==> config.mk <==
export PLATFORM = sky130hd
export DESIGN_NAME = ball_motion_engine
export DESIGN_NICKNAME = d
export VERILOG_FILES = /design/src/rtl/ball_motion_engine.sv
export SDC_FILE = /design/constraint.sdc
export NUM_CORES = 1
export LEC_CHECK = 0
export ABC_AREA = 1
export CORE_MARGIN = 2
export CORE_UTILIZATION = 32
export CTS_BUF_LIST = sky130_fd_sc_hd__clkbuf_16
export DETAILED_ROUTE_END_ITERATION = 12
export PLACE_DENSITY = 0.57
export SKIP_CTS_REPAIR_TIMING = 1
export SLEW_MARGIN = 0
export SYNTH_ARGS = -nofsm -noshare
export SYNTH_HDL_FRONTEND = slang
export SYNTH_SLANG_ARGS = --single-unit
==> constraint.sdc <==
create_clock -name clk -period 7.5 [get_ports clk]
set_input_delay 1.875 -clock clk [delete_from_list [all_inputs] [get_ports clk]]
set_output_delay 1.875 -clock clk [all_outputs]
set_load 0.03 [all_outputs]
Figure 1. Congestion heat map (run 1).
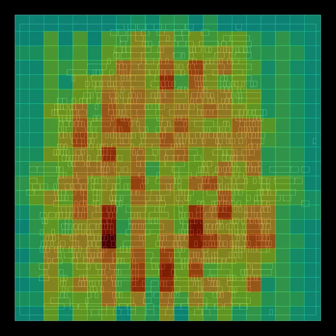
met3 Usage GRT: 0.0226
routed length per placed instance: 14.0 um
met2 track utilization from global routing: 0.290
Util after Layout: 0.386
global-route met1 utilization: 0.238

Figure 2. Layout detail (run 1).
Window x 99 to 119, y 26 to 46 um. Cells in grey, sequential cells in the stronger grey; small squares are vias.
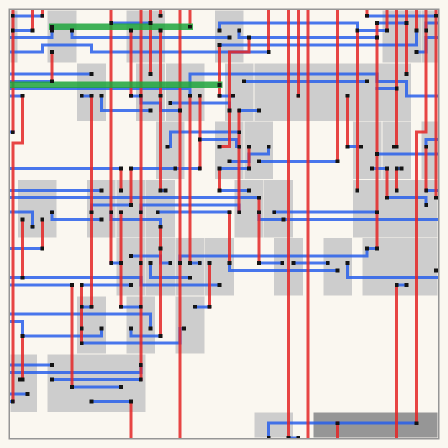
Key: green = M3; blue = M1; red = M2
Sequential cells in the window: 0. 35 logic cells have their middle in the window. Most frequent: nand2_1 (14), inv_1 (9).

Figure 3. The metal 4 layer (run 1).
(2 px per um) Cells faint in the background.
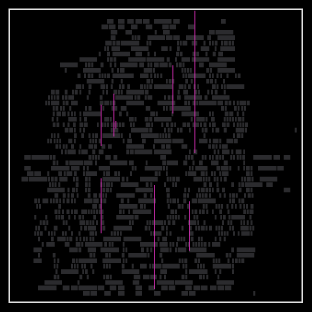
The layer carries 243 um of wire. The longest straight run is 70.7 um. 6 nets have wire on it. The wires run mostly vertical.
routed wire length: 18400 um
count of vias placed by the detailed router: 6344

==> changes_impl.md, run 1 <==
### Metrics

* Status: complete, no violations
* Most frequent cell on the critical path: nand2_1
* Flop share of the area at 0.255
* Initial antenna violation count at 0
* CTS root buffer: clkbuf_16
* Sum of met3 wire segment lengths after detailed routing at 653 um
* Fraction of final layout cells with drive strength greater than 1 at 0.0945
* Element type at the critical path start: flop
* Highest routing layer actually used: met4
* Total inserted antenna cells at 0
* Worst Tran Pin Value at a little over 1 ns
* Starting DRC count in detailed routing at 430
* Number of clock-tree buffers in the layout at 9
* Most instantiated library cell after synthesis: nand2_1
* Metal-1 WL at just under 9000 um
* CTS H-tree depth at 3
* Number of clock sinks seen by CTS at 76
* Footprint of the flip-flops and latches at 1930 um^2
* Residual DRC count at 0
* Crit-path max cell delay at approximately 1.0 ns
* Final setup violation count at 0
* Share of flip-flops with an asynchronous set or reset after synthesis at 1.00
* Gpl congestion at between 0.8 and 0.9
* Number of buffers other than clock buffers in the final layout at roughly 65
* Number of OpenROAD warnings at 30
* Most used flip-flop cell after synthesis: dfrtp_1
* Area grow syn2layout at 17.7%
* Shortest clock period the worst path allows after layout at 5.35 ns
* Layout non-clock buf frac at 0.0846
* Number of logic gates at 749
* Number of buffers and inverters on the critical path at 6
* Largest class: combinational gates
* Non-clock inverter total of the final layout at ~140
* Tcrit/Tclk final at 0.713
* Worst reg2reg setup slack at around 2.2 ns
## run 1: kinds of logic after synthesis
| family | share of synthesized area |
|---|---|
| AOI/OAI and AO/OA | 0.135 |
| adders and majority gates | 0.0724 |
| DFF | 0.299 |
| and+or+nand+nor | 0.372 |
| buffers and inverters | 0.105 |
| xor gates and xnor gates | 0.0146 |
| other | 0.000583 |
## run 1: per-stage QoR
stage               setup slack [ns]  cell area, um^2  instances
finish                          2.15             7570       1313
detailed placement              2.20             7270       1297
global route                    1.50             7570       1313
CTS                             2.17             7570       1313
floorplan                       3.55             6430        995
global placement                2.21             7270       1297
Figure 4. Clock distribution (run 1).
(2 px per um)
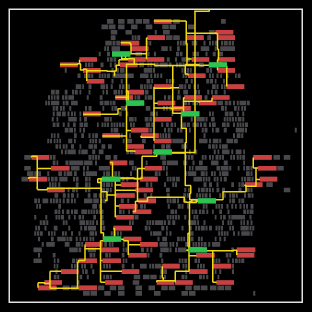

--- run 2 (diff from run 1) ---
==> constraint.sdc (replaced) <==
create_clock -name clk -period 5.58 [get_ports clk]
set_input_delay 1.395 -clock clk [delete_from_list [all_inputs] [get_ports clk]]
set_output_delay 1.395 -clock clk [all_outputs]
set_load 0.03 [all_outputs]
Figure 5. Clock distribution (run 2).
(2 px per um)
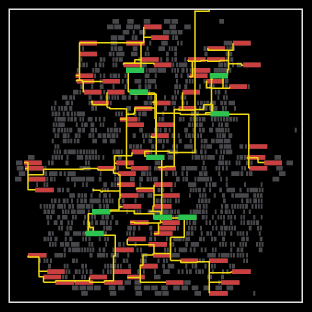
Key: red = flip-flops [count 76]; yellow = clock wires [length 1230 um]; green = clock-net drivers [count 9]
There are 10 routed clock nets.
Latency at later pin: 0.35 ns
clk_skew: 0.0134 ns

==> changes_impl.md, run 2 <==
### Metrics

* Status: complete, no violations
* Final setup violation count at 0 (unchanged)
* Distinct lib cells used at approximately 52
* Count of vias placed by the detailed router at 6374 (+0.47%)
* Final setup margin at 0.657 ns (-1.50 ns)
* Post-route non-filler standard cell count at 1318 (+0.38%)
* Starting DRC count in detailed routing at 474 (+10%)
* Cell taking the most area after synthesis: dfrtp_1
* Max Cap Viol at 0
* Adder Share, Synth at 0.0724 (unchanged)
* Most used flip-flop cell after synthesis: dfrtp_1
* HPWL after detailed placement at around 14000 um
* XOR/XNOR share of the synthesized area at 0.0146 (unchanged)
* Post-placement worst setup slack at 0.772 ns (-1.43 ns)
* Share of flip-flops with an asynchronous set or reset after synthesis at 1.00 (unchanged)
* Shortest clock period the worst path allows after layout at 4.92 ns (-0.423 ns)
* Post-synthesis share of cell area spent on and-or and or-and gates at 0.135 (unchanged)
* Most common cell after layout, fill and taps aside: nand2_1
* Most frequent cell on the critical path: nand2_1
* CTS H-tree depth at 3 (unchanged)
* Util after Layout at 0.387 (+0.00115)
* Global-route met1 utilization at 0.236 (-0.00268)
* Basic Gates by Area at 0.372 (unchanged)
* Crit-path max cell delay at 0.66 ns (-0.37 ns)
* Reg2Reg Depth at 29
* Synth mux share at 0 (unchanged)
* Fraction of final layout cells with drive strength greater than 1 at 0.0969 (+0.00240)
* Vias in the first global route at between 6000 and 7000
* Number of OpenROAD warnings at 30 (unchanged)
* Gpl congestion at 0.876 (+1.8%)
* Dominant comb cell: simple AND/OR/NAND/NOR gates
* Cell family contributing the most delay on the critical path: simple AND/OR/NAND/NOR gates
* Synth Warn # at 0
* Residual DRC count at 0 (unchanged)
* Placed instance area at 7310 um^2 (+0.52%)
* Area grow syn2layout at 18.0%
* Most instantiated library cell after synthesis: nand2_1
* TNS Setup at 0 ns
* Worst Tran Pin Value at 0.741 ns (-0.275 ns)
* Routed length per placed instance at 14.1 um (+0.30%)
* Worst reg2reg setup slack at 0.66 ns (-1.50 ns)
* Crit path depth at 29
* Element type at the critical path start: flop
* Met2 track utilization from global routing at 0.298 (+0.00825)
* Initial antenna violation count at 0 (unchanged)
* Met3 Usage GRT at 0.0197 (-0.00282)
-- run 2: logic make-up (layout without fill, tap and decap cells) --
group | Yosys count | in the layout
and+or+nand+nor | 550 | 550
buffers and inverters | 170 | 228
AOI/OAI and AO/OA | 152 | 152
DFF | 76 | 76
adders and majority gates | 36 | 36
xor gates and xnor gates | 9 | 9
other | 1 | 2
-- run 2: area by class of cell --
class | instances | area, um^2 | area share
clock inverters | 7 | 60.1 | 0.00791
inverters | 142 | 536 | 0.0705
flip-flops and latches | 76 | 1930 | 0.254
repair buffers | 70 | 678 | 0.0893
clock buffers | 9 | 225 | 0.0297
multi-input cells | 749 | 3830 | 0.505
well taps | 265 | 332 | 0.0437
-- run 2: per-layer routing --
metal  share of wire  up-vias
li1                -     3280
met1            0.47     2973
met2            0.49      102
met3           0.029       19
met4           0.013        0
met5               0        -
